`src/rtl/pipelined_control_unit_if.sv`:
```
// Bus between the IF/ID stage, the decode control unit and the ID/EX consumers.
// Carries the instruction handshake in and the registered control bundle out.
interface pipelined_control_unit_if #(
  parameter int DATA_WIDTH     = 32,
  parameter int ALUCTRL_WIDTH  = 5,
  parameter int REG_ADDR_WIDTH = 5,
  parameter int CNT_WIDTH      = 16
);
  // Handshake: instr_valid_i qualifies instr_i; hazard_stall_o is the inverse of ready.
  // While hazard_stall_o is high the producer must hold instr_i and instr_valid_i
  // unchanged, and the instruction counts as accepted on the first edge where it is low.
  logic [DATA_WIDTH-1:0]     instr_i;
  logic                      instr_valid_i;
  logic                      flush_i;
  logic                      stall_ext_i;
  logic                      hazard_stall_o;
  logic                      ex_valid_o;
  logic                      ex_reg_write_o;
  logic                      ex_mem_read_o;
  logic                      ex_mem_write_o;
  logic                      ex_branch_o;
  logic                      ex_jump_o;
  logic                      ex_illegal_o;
  logic [ALUCTRL_WIDTH-1:0]  ex_alu_ctrl_o;
  logic [2:0]                ex_imm_src_o;
  logic [1:0]                ex_pc_src_o;
  logic                      ex_alu_src_b_o;
  logic [REG_ADDR_WIDTH-1:0] ex_rd_o;
  logic [REG_ADDR_WIDTH-1:0] ex_rs1_o;
  logic [REG_ADDR_WIDTH-1:0] ex_rs2_o;
  logic [2:0]                ex_funct3_o;
  logic [CNT_WIDTH-1:0]      bubble_cnt_o;

  modport slave (
    input  instr_i, instr_valid_i, flush_i, stall_ext_i,
    output hazard_stall_o, ex_valid_o, ex_reg_write_o, ex_mem_read_o, ex_mem_write_o,
           ex_branch_o, ex_jump_o, ex_illegal_o, ex_alu_ctrl_o, ex_imm_src_o, ex_pc_src_o,
           ex_alu_src_b_o, ex_rd_o, ex_rs1_o, ex_rs2_o, ex_funct3_o, bubble_cnt_o
  );

  modport master (
    output instr_i, instr_valid_i, flush_i, stall_ext_i,
    input  hazard_stall_o, ex_valid_o, ex_reg_write_o, ex_mem_read_o, ex_mem_write_o,
           ex_branch_o, ex_jump_o, ex_illegal_o, ex_alu_ctrl_o, ex_imm_src_o, ex_pc_src_o,
           ex_alu_src_b_o, ex_rd_o, ex_rs1_o, ex_rs2_o, ex_funct3_o, bubble_cnt_o
  );
endinterface

```
`src/rtl/pipelined_control_unit.sv`:
```
// RV32I(+M) decode-stage control: decodes IF/ID, registers ID/EX controls,
// detects load-use hazards and counts the bubbles they cost (saturating).
module pipelined_control_unit #(
  parameter int DATA_WIDTH     = 32,
  parameter int ALUCTRL_WIDTH  = 5,
  parameter int REG_ADDR_WIDTH = 5,
  parameter int ENABLE_M       = 0,
  parameter int CNT_WIDTH      = 16
) (
  input logic                      clk,
  input logic                      rst_n,
  pipelined_control_unit_if.slave  bus
);

  localparam logic [6:0] OP_R      = 7'b0110011;
  localparam logic [6:0] OP_IMM    = 7'b0010011;
  localparam logic [6:0] OP_LOAD   = 7'b0000011;
  localparam logic [6:0] OP_STORE  = 7'b0100011;
  localparam logic [6:0] OP_BRANCH = 7'b1100011;
  localparam logic [6:0] OP_JAL    = 7'b1101111;
  localparam logic [6:0] OP_JALR   = 7'b1100111;
  localparam logic [6:0] OP_LUI    = 7'b0110111;
  localparam logic [6:0] OP_AUIPC  = 7'b0010111;

  localparam logic [ALUCTRL_WIDTH-1:0] ALU_ADD   = ALUCTRL_WIDTH'(0);
  localparam logic [ALUCTRL_WIDTH-1:0] ALU_SUB   = ALUCTRL_WIDTH'(1);
  localparam logic [ALUCTRL_WIDTH-1:0] ALU_AND   = ALUCTRL_WIDTH'(2);
  localparam logic [ALUCTRL_WIDTH-1:0] ALU_OR    = ALUCTRL_WIDTH'(3);
  localparam logic [ALUCTRL_WIDTH-1:0] ALU_XOR   = ALUCTRL_WIDTH'(4);
  localparam logic [ALUCTRL_WIDTH-1:0] ALU_SLL   = ALUCTRL_WIDTH'(5);
  localparam logic [ALUCTRL_WIDTH-1:0] ALU_SRL   = ALUCTRL_WIDTH'(6);
  localparam logic [ALUCTRL_WIDTH-1:0] ALU_SRA   = ALUCTRL_WIDTH'(7);
  localparam logic [ALUCTRL_WIDTH-1:0] ALU_SLT   = ALUCTRL_WIDTH'(8);
  localparam logic [ALUCTRL_WIDTH-1:0] ALU_SLTU  = ALUCTRL_WIDTH'(9);
  localparam logic [ALUCTRL_WIDTH-1:0] ALU_PASSB = ALUCTRL_WIDTH'(10);
  localparam logic [ALUCTRL_WIDTH-1:0] ALU_MUL   = ALUCTRL_WIDTH'(16);

  typedef struct packed {
    logic                      valid;
    logic                      reg_write;
    logic                      mem_read;
    logic                      mem_write;
    logic                      branch;
    logic                      jump;
    logic                      illegal;
    logic [ALUCTRL_WIDTH-1:0]  alu_ctrl;
    logic [2:0]                imm_src;
    logic [1:0]                pc_src;
    logic                      alu_src_b;
    logic [REG_ADDR_WIDTH-1:0] rd;
    logic [REG_ADDR_WIDTH-1:0] rs1;
    logic [REG_ADDR_WIDTH-1:0] rs2;
    logic [2:0]                funct3;
  } ctrl_t;

  function automatic logic [ALUCTRL_WIDTH-1:0] base_op(input logic [2:0] f3);
    case (f3)
      3'b000:  return ALU_ADD;
      3'b001:  return ALU_SLL;
      3'b010:  return ALU_SLT;
      3'b011:  return ALU_SLTU;
      3'b100:  return ALU_XOR;
      3'b101:  return ALU_SRL;
      3'b110:  return ALU_OR;
      default: return ALU_AND;
    endcase
  endfunction

  logic [6:0] opcode;
  logic [6:0] funct7;
  logic [2:0] funct3;
  ctrl_t      dec;
  ctrl_t      ex_q;
  logic       rs1_used;
  logic       rs2_used;
  logic       legal;
  logic       hazard;
  logic [CNT_WIDTH-1:0] bubble_cnt;

  assign opcode = bus.instr_i[6:0];
  assign funct3 = bus.instr_i[14:12];
  assign funct7 = bus.instr_i[31:25];

  always_comb begin
    dec          = '0;
    rs1_used     = 1'b0;
    rs2_used     = 1'b0;
    legal        = 1'b1;
    dec.valid    = 1'b1;
    dec.rd       = REG_ADDR_WIDTH'(bus.instr_i[11:7]);
    dec.rs1      = REG_ADDR_WIDTH'(bus.instr_i[19:15]);
    dec.rs2      = REG_ADDR_WIDTH'(bus.instr_i[24:20]);
    dec.funct3   = funct3;
    case (opcode)
      OP_R: begin
        rs1_used      = 1'b1;
        rs2_used      = 1'b1;
        dec.reg_write = 1'b1;
        if (funct7 == 7'b0000000)
          dec.alu_ctrl = base_op(funct3);
        else if (funct7 == 7'b0100000 && funct3 == 3'b000)
          dec.alu_ctrl = ALU_SUB;
        else if (funct7 == 7'b0100000 && funct3 == 3'b101)
          dec.alu_ctrl = ALU_SRA;
        else if (funct7 == 7'b0000001 && ENABLE_M != 0)
          dec.alu_ctrl = ALU_MUL | ALUCTRL_WIDTH'(funct3);
        else
          legal = 1'b0;
      end
      OP_IMM: begin
        rs1_used      = 1'b1;
        dec.reg_write = 1'b1;
        dec.alu_src_b = 1'b1;
        // Only shifts carry a funct7; for the rest those bits are immediate.
        if (funct3 == 3'b101 && funct7 == 7'b0100000)
          dec.alu_ctrl = ALU_SRA;
        else if ((funct3 == 3'b001 || funct3 == 3'b101) && funct7 != 7'b0000000)
          legal = 1'b0;
        else
          dec.alu_ctrl = base_op(funct3);
      end
      OP_LOAD: begin
        rs1_used      = 1'b1;
        dec.reg_write = 1'b1;
        dec.mem_read  = 1'b1;
        dec.alu_src_b = 1'b1;
      end
      OP_STORE: begin
        rs1_used      = 1'b1;
        rs2_used      = 1'b1;
        dec.mem_write = 1'b1;
        dec.alu_src_b = 1'b1;
        dec.imm_src   = 3'd1;
      end
      OP_BRANCH: begin
        rs1_used     = 1'b1;
        rs2_used     = 1'b1;
        dec.branch   = 1'b1;
        dec.alu_ctrl = ALU_SUB;
        dec.imm_src  = 3'd2;
        dec.pc_src   = 2'd1;
      end
      OP_JAL: begin
        dec.reg_write = 1'b1;
        dec.jump      = 1'b1;
        dec.imm_src   = 3'd4;
        dec.pc_src    = 2'd1;
      end
      OP_JALR: begin
        rs1_used      = 1'b1;
        dec.reg_write = 1'b1;
        dec.jump      = 1'b1;
        dec.alu_src_b = 1'b1;
        dec.pc_src    = 2'd2;
      end
      OP_LUI: begin
        dec.reg_write = 1'b1;
        dec.alu_src_b = 1'b1;
        dec.alu_ctrl  = ALU_PASSB;
        dec.imm_src   = 3'd3;
      end
      OP_AUIPC: begin
        dec.reg_write = 1'b1;
        dec.alu_src_b = 1'b1;
        dec.imm_src   = 3'd3;
      end
      default: legal = 1'b0;
    endcase
    // Illegal ops keep their register fields for trap reporting but enable nothing.
    if (!legal) begin
      dec.reg_write = 1'b0;
      dec.mem_read  = 1'b0;
      dec.mem_write = 1'b0;
      dec.branch    = 1'b0;
      dec.jump      = 1'b0;
      dec.alu_ctrl  = '0;
      dec.imm_src   = 3'd0;
      dec.pc_src    = 2'd0;
      dec.alu_src_b = 1'b0;
      dec.illegal   = 1'b1;
      rs1_used      = 1'b0;
      rs2_used      = 1'b0;
    end
    if (dec.rd == '0) dec.reg_write = 1'b0;
  end

  assign hazard = bus.instr_valid_i & ~bus.flush_i & ex_q.valid & ex_q.mem_read &
                  (ex_q.rd != '0) &
                  ((rs1_used & (dec.rs1 == ex_q.rd)) | (rs2_used & (dec.rs2 == ex_q.rd)));

  always_ff @(posedge clk or negedge rst_n) begin
    if (!rst_n) begin
      ex_q       <= '0;
      bubble_cnt <= '0;
    end else if (bus.flush_i) begin
      ex_q <= '0;
    end else if (bus.stall_ext_i) begin
      ex_q <= ex_q;
    end else if (hazard) begin
      ex_q <= '0;
      if (bubble_cnt != '1) bubble_cnt <= bubble_cnt + CNT_WIDTH'(1);
    end else if (bus.instr_valid_i) begin
      ex_q <= dec;
    end else begin
      ex_q <= '0;
    end
  end

  assign bus.hazard_stall_o = hazard & ~bus.stall_ext_i;
  assign bus.ex_valid_o     = ex_q.valid;
  assign bus.ex_reg_write_o = ex_q.reg_write;
  assign bus.ex_mem_read_o  = ex_q.mem_read;
  assign bus.ex_mem_write_o = ex_q.mem_write;
  assign bus.ex_branch_o    = ex_q.branch;
  assign bus.ex_jump_o      = ex_q.jump;
  assign bus.ex_illegal_o   = ex_q.illegal;
  assign bus.ex_alu_ctrl_o  = ex_q.alu_ctrl;
  assign bus.ex_imm_src_o   = ex_q.imm_src;
  assign bus.ex_pc_src_o    = ex_q.pc_src;
  assign bus.ex_alu_src_b_o = ex_q.alu_src_b;
  assign bus.ex_rd_o        = ex_q.rd;
  assign bus.ex_rs1_o       = ex_q.rs1;
  assign bus.ex_rs2_o       = ex_q.rs2;
  assign bus.ex_funct3_o    = ex_q.funct3;
  assign bus.bubble_cnt_o   = bubble_cnt;

endmodule

```
`src/flat_wrapper.sv`:
```
// flat-port wrapper written by rule: the top's interface ports become plain ports
module pipelined_control_unit_flat 
#(
  parameter int DATA_WIDTH     = 32,
  parameter int ALUCTRL_WIDTH  = 5,
  parameter int REG_ADDR_WIDTH = 5,
  parameter int ENABLE_M       = 0,
  parameter int CNT_WIDTH      = 16
)
  (clk, rst_n, bus_instr_i, bus_instr_valid_i, bus_flush_i, bus_stall_ext_i, bus_hazard_stall_o, bus_ex_valid_o, bus_ex_reg_write_o, bus_ex_mem_read_o, bus_ex_mem_write_o, bus_ex_branch_o, bus_ex_jump_o, bus_ex_illegal_o, bus_ex_alu_ctrl_o, bus_ex_imm_src_o, bus_ex_pc_src_o, bus_ex_alu_src_b_o, bus_ex_rd_o, bus_ex_rs1_o, bus_ex_rs2_o, bus_ex_funct3_o, bus_bubble_cnt_o);
  pipelined_control_unit_if #(.DATA_WIDTH(DATA_WIDTH), .ALUCTRL_WIDTH(ALUCTRL_WIDTH), .REG_ADDR_WIDTH(REG_ADDR_WIDTH), .CNT_WIDTH(CNT_WIDTH)) bus_i ();
  input logic clk;
  input logic rst_n;
  input wire logic [$bits(bus_i.instr_i)-1:0] bus_instr_i;
  input wire logic [$bits(bus_i.instr_valid_i)-1:0] bus_instr_valid_i;
  input wire logic [$bits(bus_i.flush_i)-1:0] bus_flush_i;
  input wire logic [$bits(bus_i.stall_ext_i)-1:0] bus_stall_ext_i;
  output wire logic [$bits(bus_i.hazard_stall_o)-1:0] bus_hazard_stall_o;
  output wire logic [$bits(bus_i.ex_valid_o)-1:0] bus_ex_valid_o;
  output wire logic [$bits(bus_i.ex_reg_write_o)-1:0] bus_ex_reg_write_o;
  output wire logic [$bits(bus_i.ex_mem_read_o)-1:0] bus_ex_mem_read_o;
  output wire logic [$bits(bus_i.ex_mem_write_o)-1:0] bus_ex_mem_write_o;
  output wire logic [$bits(bus_i.ex_branch_o)-1:0] bus_ex_branch_o;
  output wire logic [$bits(bus_i.ex_jump_o)-1:0] bus_ex_jump_o;
  output wire logic [$bits(bus_i.ex_illegal_o)-1:0] bus_ex_illegal_o;
  output wire logic [$bits(bus_i.ex_alu_ctrl_o)-1:0] bus_ex_alu_ctrl_o;
  output wire logic [$bits(bus_i.ex_imm_src_o)-1:0] bus_ex_imm_src_o;
  output wire logic [$bits(bus_i.ex_pc_src_o)-1:0] bus_ex_pc_src_o;
  output wire logic [$bits(bus_i.ex_alu_src_b_o)-1:0] bus_ex_alu_src_b_o;
  output wire logic [$bits(bus_i.ex_rd_o)-1:0] bus_ex_rd_o;
  output wire logic [$bits(bus_i.ex_rs1_o)-1:0] bus_ex_rs1_o;
  output wire logic [$bits(bus_i.ex_rs2_o)-1:0] bus_ex_rs2_o;
  output wire logic [$bits(bus_i.ex_funct3_o)-1:0] bus_ex_funct3_o;
  output wire logic [$bits(bus_i.bubble_cnt_o)-1:0] bus_bubble_cnt_o;
  assign bus_i.instr_i = bus_instr_i;
  assign bus_i.instr_valid_i = bus_instr_valid_i;
  assign bus_i.flush_i = bus_flush_i;
  assign bus_i.stall_ext_i = bus_stall_ext_i;
  assign bus_hazard_stall_o = bus_i.hazard_stall_o;
  assign bus_ex_valid_o = bus_i.ex_valid_o;
  assign bus_ex_reg_write_o = bus_i.ex_reg_write_o;
  assign bus_ex_mem_read_o = bus_i.ex_mem_read_o;
  assign bus_ex_mem_write_o = bus_i.ex_mem_write_o;
  assign bus_ex_branch_o = bus_i.ex_branch_o;
  assign bus_ex_jump_o = bus_i.ex_jump_o;
  assign bus_ex_illegal_o = bus_i.ex_illegal_o;
  assign bus_ex_alu_ctrl_o = bus_i.ex_alu_ctrl_o;
  assign bus_ex_imm_src_o = bus_i.ex_imm_src_o;
  assign bus_ex_pc_src_o = bus_i.ex_pc_src_o;
  assign bus_ex_alu_src_b_o = bus_i.ex_alu_src_b_o;
  assign bus_ex_rd_o = bus_i.ex_rd_o;
  assign bus_ex_rs1_o = bus_i.ex_rs1_o;
  assign bus_ex_rs2_o = bus_i.ex_rs2_o;
  assign bus_ex_funct3_o = bus_i.ex_funct3_o;
  assign bus_bubble_cnt_o = bus_i.bubble_cnt_o;
  pipelined_control_unit #(.DATA_WIDTH(DATA_WIDTH), .ALUCTRL_WIDTH(ALUCTRL_WIDTH), .REG_ADDR_WIDTH(REG_ADDR_WIDTH), .ENABLE_M(ENABLE_M), .CNT_WIDTH(CNT_WIDTH)) u_core (.clk(clk), .rst_n(rst_n), .bus(bus_i));
endmodule
```
`config.mk`:
```
export PLATFORM = sky130hd
export DESIGN_NAME = pipelined_control_unit_flat
export DESIGN_NICKNAME = d
export VERILOG_FILES = /design/src/rtl/pipelined_control_unit_if.sv /design/src/rtl/pipelined_control_unit.sv /design/src/flat_wrapper.sv
export SDC_FILE = /design/constraint.sdc
export NUM_CORES = 1
export LEC_CHECK = 0
export CAP_MARGIN = 20
export CORE_AREA = 2 2 87 89
export CTS_CLUSTER_SIZE = 16
export DETAILED_ROUTE_END_ITERATION = 10
export DIE_AREA = 0 0 89 91
export PLACE_DENSITY = 0.69
export SLEW_MARGIN = 10
export SYNTH_ARGS = -nofsm -noshare
export SYNTH_HDL_FRONTEND = slang
export SYNTH_SLANG_ARGS = --single-unit
export TNS_END_PERCENT = 100
```
`constraint.sdc`:
```
create_clock -name clk -period 2.6 [get_ports clk]
set_input_delay 0.39 -clock clk [delete_from_list [all_inputs] [get_ports clk]]
set_output_delay 0.39 -clock clk [all_outputs]
set_load 0.02 [all_outputs]
```
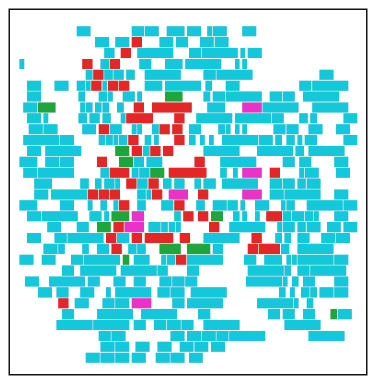
run_1/sizes.png
Drawn at 4 px/um.
red -> _3 and _4 cells  # cells 49
cyan -> _0 and _1 cells  # cells 318
green -> _2 cells  # cells 12
magenta -> _6 and larger  # cells 7

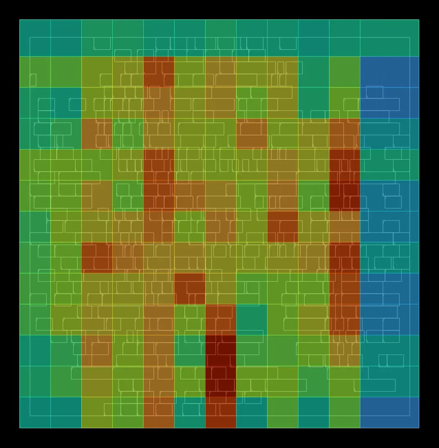
run_1/congestion.png
met3 usage: 0.0300
fin util: 0.577
GR Util met1: 0.255
most utilized layer in the global route result: met2

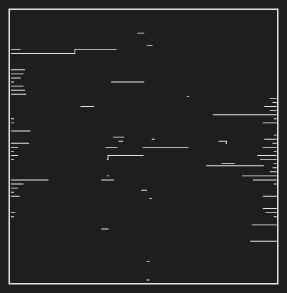
run_1/layer_met3.png
Drawn at 3 px/um.
wire length on this layer = 309 um
main direction = horizontal
nets with wire on the layer = 61
number of vias in the routed layout: 2538
aggregate routed wire length: 7370 um

## run 1: cell usage after synthesis, types with 2 or more instances
| master | n |
|---|---|
| sky130_fd_sc_hd__xor2_1 | 14 |
| sky130_fd_sc_hd__nor2b_1 | 7 |
| sky130_fd_sc_hd__nand3b_1 | 2 |
| sky130_fd_sc_hd__a32o_1 | 4 |
| sky130_fd_sc_hd__a211oi_1 | 2 |
| sky130_fd_sc_hd__and3_1 | 4 |
| sky130_fd_sc_hd__dfrtp_1 | 51 |
| sky130_fd_sc_hd__o21ai_0 | 12 |
| sky130_fd_sc_hd__nand4_1 | 5 |
| sky130_fd_sc_hd__nor3_2 | 2 |
| sky130_fd_sc_hd__a21o_1 | 2 |
| sky130_fd_sc_hd__and2_1 | 2 |
| sky130_fd_sc_hd__nor4b_1 | 4 |
| sky130_fd_sc_hd__buf_4 | 2 |
| sky130_fd_sc_hd__and3b_2 | 2 |
| sky130_fd_sc_hd__clkbuf_1 | 5 |
| sky130_fd_sc_hd__nand2_1 | 26 |
| sky130_fd_sc_hd__a22o_1 | 24 |
| sky130_fd_sc_hd__inv_1 | 4 |
| sky130_fd_sc_hd__buf_2 | 4 |
| sky130_fd_sc_hd__xnor2_1 | 10 |
| sky130_fd_sc_hd__nor3_1 | 10 |
| sky130_fd_sc_hd__nand3_1 | 7 |
| sky130_fd_sc_hd__nand2b_1 | 2 |
| sky130_fd_sc_hd__nand4b_1 | 2 |
| sky130_fd_sc_hd__nor4_1 | 8 |
| sky130_fd_sc_hd__o211ai_1 | 2 |
| sky130_fd_sc_hd__a21oi_1 | 6 |
| sky130_fd_sc_hd__nor2_1 | 12 |
| sky130_fd_sc_hd__buf_6 | 2 |
## run 1: kinds of logic after synthesis
family,count (synthesis),synth area share
xor+xnor,24,0.0762
mux,1,0.00544
compound gates,61,0.184
other cells,1,0.00136
fa+ha+maj,1,0.00453
simple gates,106,0.233
flops,51,0.463
buf+inv,17,0.0331
## run 1: how the worst min path moves through the flow
stage | startpoint | end | slack (ns)
6_report | rst_n | u_core.bus.bubble_cnt_o[14] | 0.03
5_1_grt | rst_n | u_core.bus.bubble_cnt_o[2] | 0.07
4_1_cts | rst_n | u_core.bus.bubble_cnt_o[14] | 0.04
3_5_place_dp | rst_n | u_core.bus.bubble_cnt_o[14] | 0.39
3_3_place_gp | rst_n | u_core.bus.bubble_cnt_o[14] | 0.38
2_1_floorplan | rst_n | u_core.bus.bubble_cnt_o[0] | 0.09
## run 1: where the power goes
group | internal, mW | total [mW] | switching [mW]
clock network | 0.218 | 0.498 | 0.280
logic | 0.138 | 0.265 | 0.127
registers | 0.805 | 0.817 | 0.0116
total | 1.16 | 1.58 | 0.418
## run 1: layer usage
metal	part of all wire	global-route usage	vias to the layer above
li1	-	-	1228
met1	0.47	0.255	1217
met2	0.47	0.290	77
met3	0.042	0.0300	16
met4	0.024	0.0709	0
met5	0	0	-
## run 1: cell type report
cell class | instances | area (sq um)
multi-input cells | 194 | 1410
flip-flops and latches | 51 | 1280
clock buffers | 6 | 82.6
repair buffers | 129 | 1200
fillers | 654 | 3020
well taps | 99 | 124
clock inverters | 2 | 13.8
inverters | 4 | 15.0
==> results_slide.txt, run 1 <==
Physical Implementation Snapshot

Critical path
  • Worst-path maximum fanout: 2
  • Total stage count of the critical path: 7
  • Slowest cell delay on critical path: ~0.55 ns
  • Launch point of the worst path: bus_instr_i[22]
  • Slowest cell on the critical path: sky130_fd_sc_hd__clkdlybuf4s50_1
  • Critical path, cell by cell: clkdlybuf4s50_1, xnor2_2, nand4_1, nor4b_2, o21ai_0, nor3_1, buf_4
  • Number of cells on the worst reg-to-reg path: 7
  • Cell family with most CP delay: buffers and inverters
  • Element type at the critical path end: primary output
  • Capture point of the worst reg-to-reg path: u_core.bus.bubble_cnt_o[1]
  • Req. time, crit path: approximately 2.2 ns
  • Worst endpoint data arrival time: 2.02 ns
  • Reg2Reg Setup Slack: roughly 0.42 ns
  • Type of origin of the critical path: primary input
  • Critical path class: primary input to primary output
  • Startpoint of the worst-slack reg-to-reg timing path: u_core.bus.ex_rd_o[0]
  • Termination of the worst setup path: bus_hazard_stall_o
  • Worst path bufs/invs: 2

Clock tree
  • Inserted Clock Buffers: 5
  • CTS tree: built
  • Total of cells resized after clock tree synthesis: 5
  • Clock-pin transition on the worst setup and hold timing paths: 0.10 ns
  • CTS sink count: 51
  • Number of H-tree levels: 2
  • Buffer type at the clock tree root: sky130_fd_sc_hd__clkbuf_8
  • Hold Buf Count CTS: 0
  • Clock buffer depth: 2
  • Post-CTS Setup Bufs: 0
  • Clock insertion delay at the later pin of the skew report: 0.31 ns

Cells and area
  • Max FFs per register: 16
  • Top logic cell by instance count in the layout: sky130_fd_sc_hd__clkdlybuf4s50_1
  • Final design instance area without fill: 4120 sq um
  • Net count, final: 423
  • Final antenna diode count: 0
  • Post-layout instance count excluding filler cells: 485
  • Layout-stage area growth over the synthesis result: 49.3%
  • Fraction of final layout cells sized beyond drive strength 1: 0.176
  • Commonest cells after routing, fill and taps aside: sky130_fd_sc_hd__clkdlybuf4s50_1, sky130_fd_sc_hd__dfrtp_1, sky130_fd_sc_hd__buf_4, sky130_fd_sc_hd__nand2_1, sky130_fd_sc_hd__a22o_1

Place
  • Setup slack after placement: -0.390 ns
  • Final weighted congestion in routability-driven placement: around 0.9
  • Cells after DPL: 477
  • Detailed Place HPWL: 5750 um
  • Total placed instance area: ~4000 sq um
  • IO Port Bufs: 88

Timing
  • Clock Skews: 0.00558 ns
  • Final Critical Period: 2.41 ns
  • Setup repair after global routing missed its margin: false
  • Maximum frequency from static timing analysis: 414 MHz
  • Worst-Margin Slew: 0.553 ns
  • Final critical-path setup slack: about 0.19 ns
  • Smallest hold slack: roughly 0.032 ns
  • Fin. Hold Viols: 0
  • Final setup fails: 0
  • Total negative setup slack: 0 ns
  • Final-report max-slew violation count: 0
  • Max transition margin: 0.628
  • Cycle use final: 0.928

Flow run
  • Number of warnings in the stage logs: 26
  • Max-cap check violation count: 0

Floorplan
  • Initial standard-cell utilization of the core: 0.387
  • Die X-Extent: approximately 89 um
  • Die H: 91 um
  • Overall chip area: 8100 sq um
  • I/O pin total: 90
  • Std-Cell Rows: 31
  • Standard cell core area: 7140 sq um

Power
  • P_leak: ~1.9 nW
  • Total power: 1.58 mW
  • Power density over the cells: 384 nW/um^2
  • Worst IR Drop VDD: approximately 190 uV

GRT
  • Number of antenna violations at the first check in global routing: 0
  • Vias in the first global route: 2508
  • First-pass GRT wire length: 11900 um
  • Global Route Usage Sum: 0.185
  • Global-route congestion overflow total: 0
  • Pin count of the biggest net entering global routing: 35

Drt
  • Number of optimization iterations in the first detailed-route pass: 4
  • Iter 0 DRT Violations: 125
  • Detail-routed via count per cell: 5.23
  • Wirelength per Cell: 15.2 um
  • Post-route antenna net violation count: 0
  • Count of unresolved DRC violations after routing: 0

Synth
  • Synth unique cells: about 53
  • Leading post-synthesis cells by cell area: sky130_fd_sc_hd__dfrtp_1, sky130_fd_sc_hd__a22o_1, sky130_fd_sc_hd__xor2_1
  • Area share of the largest cell type after synthesis: 0.463
  • Count of library flops with an enable pin: 0
  • Synthesis Warnings: 0
  • Synth area leader: sky130_fd_sc_hd__dfrtp_1
  • Leading register cell type out of synthesis: sky130_fd_sc_hd__dfrtp_1
  • Yosys cell count: 262
  • Post-synthesis net count: 300
  • Mean instance size in the synthesized netlist: between 10 and 15 sq um
  • Cell Area, Synth: around 2800 sq um
  • Yosys stat area: approximately 2800 sq um
  • Cells after Synth: 262
  • Registers, synthesis: 51
  • Sequential fraction of the synthesis area: 0.463
  • Post-synth ARST share: 1.00

Hold path
  • Worst min-delay path class: primary input to asynchronous set/reset pin

Status
  • Result of the run: finished clean
run_1/logic_types.png
Drawn at 4 px/um.
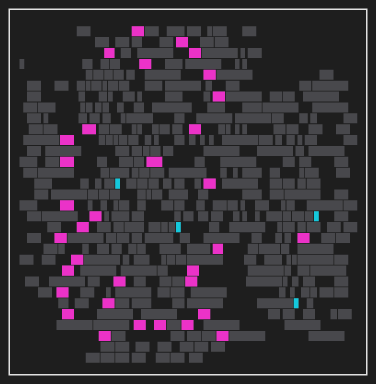

## Run 2: what changed since run 1
--- a/config.mk
+++ b/config.mk
@@ -11,6 +11,7 @@
 export DETAILED_ROUTE_END_ITERATION = 10
 export DIE_AREA = 0 0 89 91
 export PLACE_DENSITY = 0.69
+export SETUP_SLACK_MARGIN = 0.1
 export SLEW_MARGIN = 10
 export SYNTH_ARGS = -nofsm -noshare
 export SYNTH_HDL_FRONTEND = slang
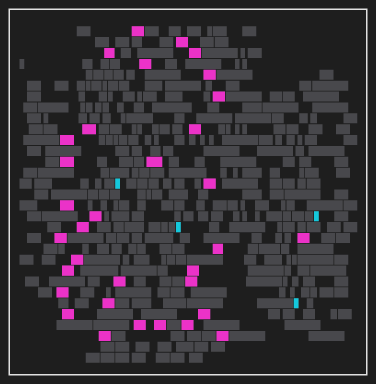
run_2/logic_types.png
Drawn at 4 px/um.
magenta -> non-inverting ao/oa cells  # cells 33, most used a22o_1
cyan -> inv cells  # cells 4, most used inv_1

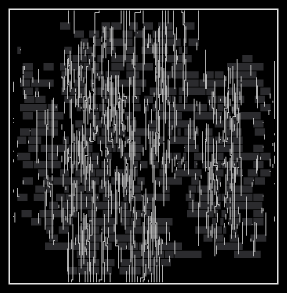
run_2/layer_met2.png
Drawn at 3 px/um.
nets with wire on the layer = 388
share of all routed wire = 47%
main direction = vertical
longest straight run = 39.1 um
wire length on this layer = 3480 um

==> results_slide.txt, run 2 <==
Physical Implementation Snapshot

Synth
  • Synthesis Warnings: 0 (unchanged)
  • Yosys cell count: 262 (unchanged)
  • Count of library flops with an enable pin: 0 (unchanged)
  • List of most frequent post-synthesis cells: sky130_fd_sc_hd__dfrtp_1, sky130_fd_sc_hd__nand2_1, sky130_fd_sc_hd__a22o_1, sky130_fd_sc_hd__xor2_1
  • Registers, synthesis: 51 (unchanged)
  • Mean instance size in the synthesized netlist: 10.5 sq um (unchanged)
  • Cells after Synth: 262 (unchanged)
  • Sequential fraction of the synthesis area: 0.463 (unchanged)
  • Cell Area, Synth: 2760 sq um (unchanged)
  • Synth area leader: sky130_fd_sc_hd__dfrtp_1
  • Post-synthesis net count: 300 (unchanged)
  • Yosys stat area: 2760 sq um (unchanged)
  • Most frequent cell after synthesis: sky130_fd_sc_hd__dfrtp_1
  • Synth unique cells: 53 (unchanged)
  • Area share of the largest cell type after synthesis: 0.463 (unchanged)
  • Leading post-synthesis cells by cell area: sky130_fd_sc_hd__dfrtp_1, sky130_fd_sc_hd__a22o_1, sky130_fd_sc_hd__xor2_1
  • Post-synth ARST share: 1.00 (unchanged)
  • Leading register cell type out of synthesis: sky130_fd_sc_hd__dfrtp_1

Cells and area
  • Layout-stage area growth over the synthesis result: 49.4% (about the same)
  • Final antenna diode count: 0 (unchanged)
  • Top logic cell by instance count in the layout: sky130_fd_sc_hd__clkdlybuf4s50_1
  • Comb gate area: 1420 sq um (+0.53%)
  • Sequential cell area in the final layout: 1280 sq um (about the same)
  • Post-layout instance count excluding filler cells: 486 (+0.21%)
  • Commonest cells after routing, fill and taps aside: sky130_fd_sc_hd__clkdlybuf4s50_1, sky130_fd_sc_hd__dfrtp_1, sky130_fd_sc_hd__buf_4, sky130_fd_sc_hd__nand2_1, sky130_fd_sc_hd__a22o_1
  • Fraction of final layout cells sized beyond drive strength 1: 0.181 (+0.00471)
  • Number of fillers in the final layout: 660 (+0.92%)
  • Final design instance area without fill: 4120 sq um (about the same)

Timing
  • Clock Skews: 0.00536 ns (-0.000214 ns)
  • Final critical-path setup slack: 0.258 ns (+0.0705 ns)
  • Worst-Margin Slew: 0.603 ns (+0.0499 ns)
  • Final setup fails: 0 (unchanged)
  • Final Critical Period: 2.34 ns (-0.0705 ns)
  • Fin. Hold Viols: 0 (unchanged)
  • Final-report max-slew violation count: 0 (unchanged)
  • Maximum frequency from static timing analysis: 427 MHz (+3.0%)
  • Cycle use final: 0.901 (-0.0271)

Floorplan
  • Overall chip area: 8100 sq um (unchanged)
  • Die H: 91 um (unchanged)
  • Std-Cell Rows: 31 (unchanged)
  • Standard cell core area: 7140 sq um (unchanged)
  • Initial standard-cell utilization of the core: 0.387 (unchanged)
  • I/O pin total: 90 (unchanged)
  • Die X-Extent: 89 um (unchanged)

Place
  • Detailed Place HPWL: 5750 um (unchanged)
  • Cells after DPL: 477 (unchanged)
  • Setup slack after placement: -0.390 ns (unchanged)
  • Total placed instance area: 3990 sq um (unchanged)

Drt
  • Number of optimization iterations in the first detailed-route pass: 4 (unchanged)
  • Count of unresolved DRC violations after routing: 0 (unchanged)
  • Highest routed layer: met4
  • Metal-1 WL: 3420 um (-0.61%)
  • WL met2: 3480 um (+1.3%)
  • Number of vias in the routed layout: 2557 (+0.75%)
  • Aggregate routed wire length: 7390 um (+0.34%)
  • Iter 0 DRT Violations: 120 (-4.0%)

Power
  • Power density over the cells: 383 nW/um^2 (about the same)
  • P_leak: 1.87 nW (-0.88%)
  • Internal: 1.16 mW (about the same)
  • Part of the power in combinational logic: 0.168 (about the same)
  • Flop pwr share: 0.517 (about the same)
  • Switching share of power: 0.265 (+0.000638)

GRT
  • Global Route Usage Sum: 0.186 (+0.000371)
  • Vias in the first global route: 2519 (+0.44%)
  • Number of antenna violations at the first check in global routing: 0 (unchanged)
  • First-pass GRT wire length: 12000 um (+0.23%)
  • Global-route congestion overflow total: 0 (unchanged)
  • Pin count of the biggest net entering global routing: 35 (unchanged)

Flow run
  • Max-cap check violation count: 0 (unchanged)
  • Number of warnings in the stage logs: 26 (unchanged)

Critical path
  • Type of origin of the critical path: primary input
  • Worst endpoint data arrival time: 2.55 ns (+0.53 ns)
  • Element type at the critical path end: register
  • Worst-path maximum fanout: 3 (+1)
  • Critical path class: primary input to register

Clock tree
  • CTS sink count: 51 (unchanged)
  • Clock buffer depth: 2 (unchanged)
  • Clock insertion delay at the later pin of the skew report: 0.31 ns (about the same)
  • Inserted Clock Buffers: 5 (unchanged)
  • CTS tree: built
  • Number of H-tree levels: 2 (unchanged)
  • Buffer type at the clock tree root: sky130_fd_sc_hd__clkbuf_8
  • Clock-pin transition on the worst setup and hold timing paths: 0.10 ns (about the same)

Status
  • Result of the run: finished clean

Hold path
  • Worst min-delay path class: primary input to asynchronous set/reset pin
run 2: cell counts after synthesis:
Identical to the previous run, type by type.
run 2: power groups by stage:
| stage | Combinational [mW] | Sequential [mW] | Clock, mW |
|---|---|---|---|
| finish | 0.265 | 0.817 | 0.499 |
| global route | 0.286 | 0.819 | 0.537 |
| CTS | 0.265 | 0.816 | 0.511 |
| detailed placement | 0.266 | 0.832 | 0 |
| global placement | 0.263 | 0.832 | 0 |
| floorplan | 0.0877 | 0.846 | 0 |
run 2: area by class of cell:
class,instances,area share
Multi-Input combinational cell,194,0.343
Sequential cell,51,0.310
Clock buffer,6,0.0200
Inverter,4,0.00364
Clock inverter,2,0.00334
Timing Repair Buffer,130,0.290
Tap cell,99,0.0301
run 2: critical path: stages:
cell and delay (ns):
sky130_fd_sc_hd__clkdlybuf4s50_1 0.44, sky130_fd_sc_hd__nor4_4 0.31, sky130_fd_sc_hd__nand3_1 0.19, sky130_fd_sc_hd__a21boi_4 0.21, sky130_fd_sc_hd__buf_4 0.15, sky130_fd_sc_hd__o311ai_4 0.11, sky130_fd_sc_hd__or4_4 0.45, sky130_fd_sc_hd__mux2_4 0.31
run 2: worst paths after layout:
| check | slack (ns) | from | endpoint | depth (start not counted) |
|---|---|---|---|---|
| max reg2reg | 0.45 | u_core.bus.ex_rd_o[2] | u_core.bus.bubble_cnt_o[1] | 6 |
| max in group asynchronous | 1.97 | rst_n | u_core.bus.ex_rd_o[2] | 2 |
| max | 0.26 | bus_instr_i[26] | u_core.bus.bubble_cnt_o[1] | 8 |
| min in group clk | 0.41 | bus_instr_i[22] | u_core.bus.ex_rs2_o[2] | 2 |
| min reg2reg | 0.49 | u_core.bus.ex_imm_src_o[0] | u_core.bus.ex_imm_src_o[0] | 2 |
| min | 0.03 | rst_n | u_core.bus.bubble_cnt_o[14] | 1 |
run 2: metrics by stage:
step	power [mW]	utilization	hold WS, ns
2_1_floorplan	0.933	-	0.0944
4_1_cts	1.59	0.573	0.0427
6_report	1.58	0.577	0.0313
3_5_place_dp	1.10	0.559	0.386
5_1_grt	1.64	0.577	0.0707
3_3_place_gp	1.09	0.559	0.381
run 2: logic make-up (layout without fill, tap and decap cells):
kind of cell,count (synthesis),count (layout),synth area share
AND/OR/NAND/NOR,106,106,0.233
adder cells (fa/ha/maj),1,1,0.00453
AND-OR/OR-AND,61,61,0.184
multiplexers,1,1,0.00544
buffers and inverters,17,142,0.0331
XOR/XNOR,24,24,0.0762
other,1,1,0.00136
flip-flops,51,51,0.463
run 2: layer usage:
| metal | GRT usage | vias up |
|---|---|---|
| li1 | - | 1233 |
| met1 | 0.256 | 1227 |
| met2 | 0.290 | 83 |
| met3 | 0.0300 | 14 |
| met4 | 0.0709 | 0 |
| met5 | 0 | - |
run 2: timing repair:
action                     CTS  global route
pin swaps                    2             2
gates resized               10             8
buffers inserted             1             0
setup endpoints to repair    2            23
hold buffers                 0             0
No activity file was given, so power comes from the tool's default toggle rates.
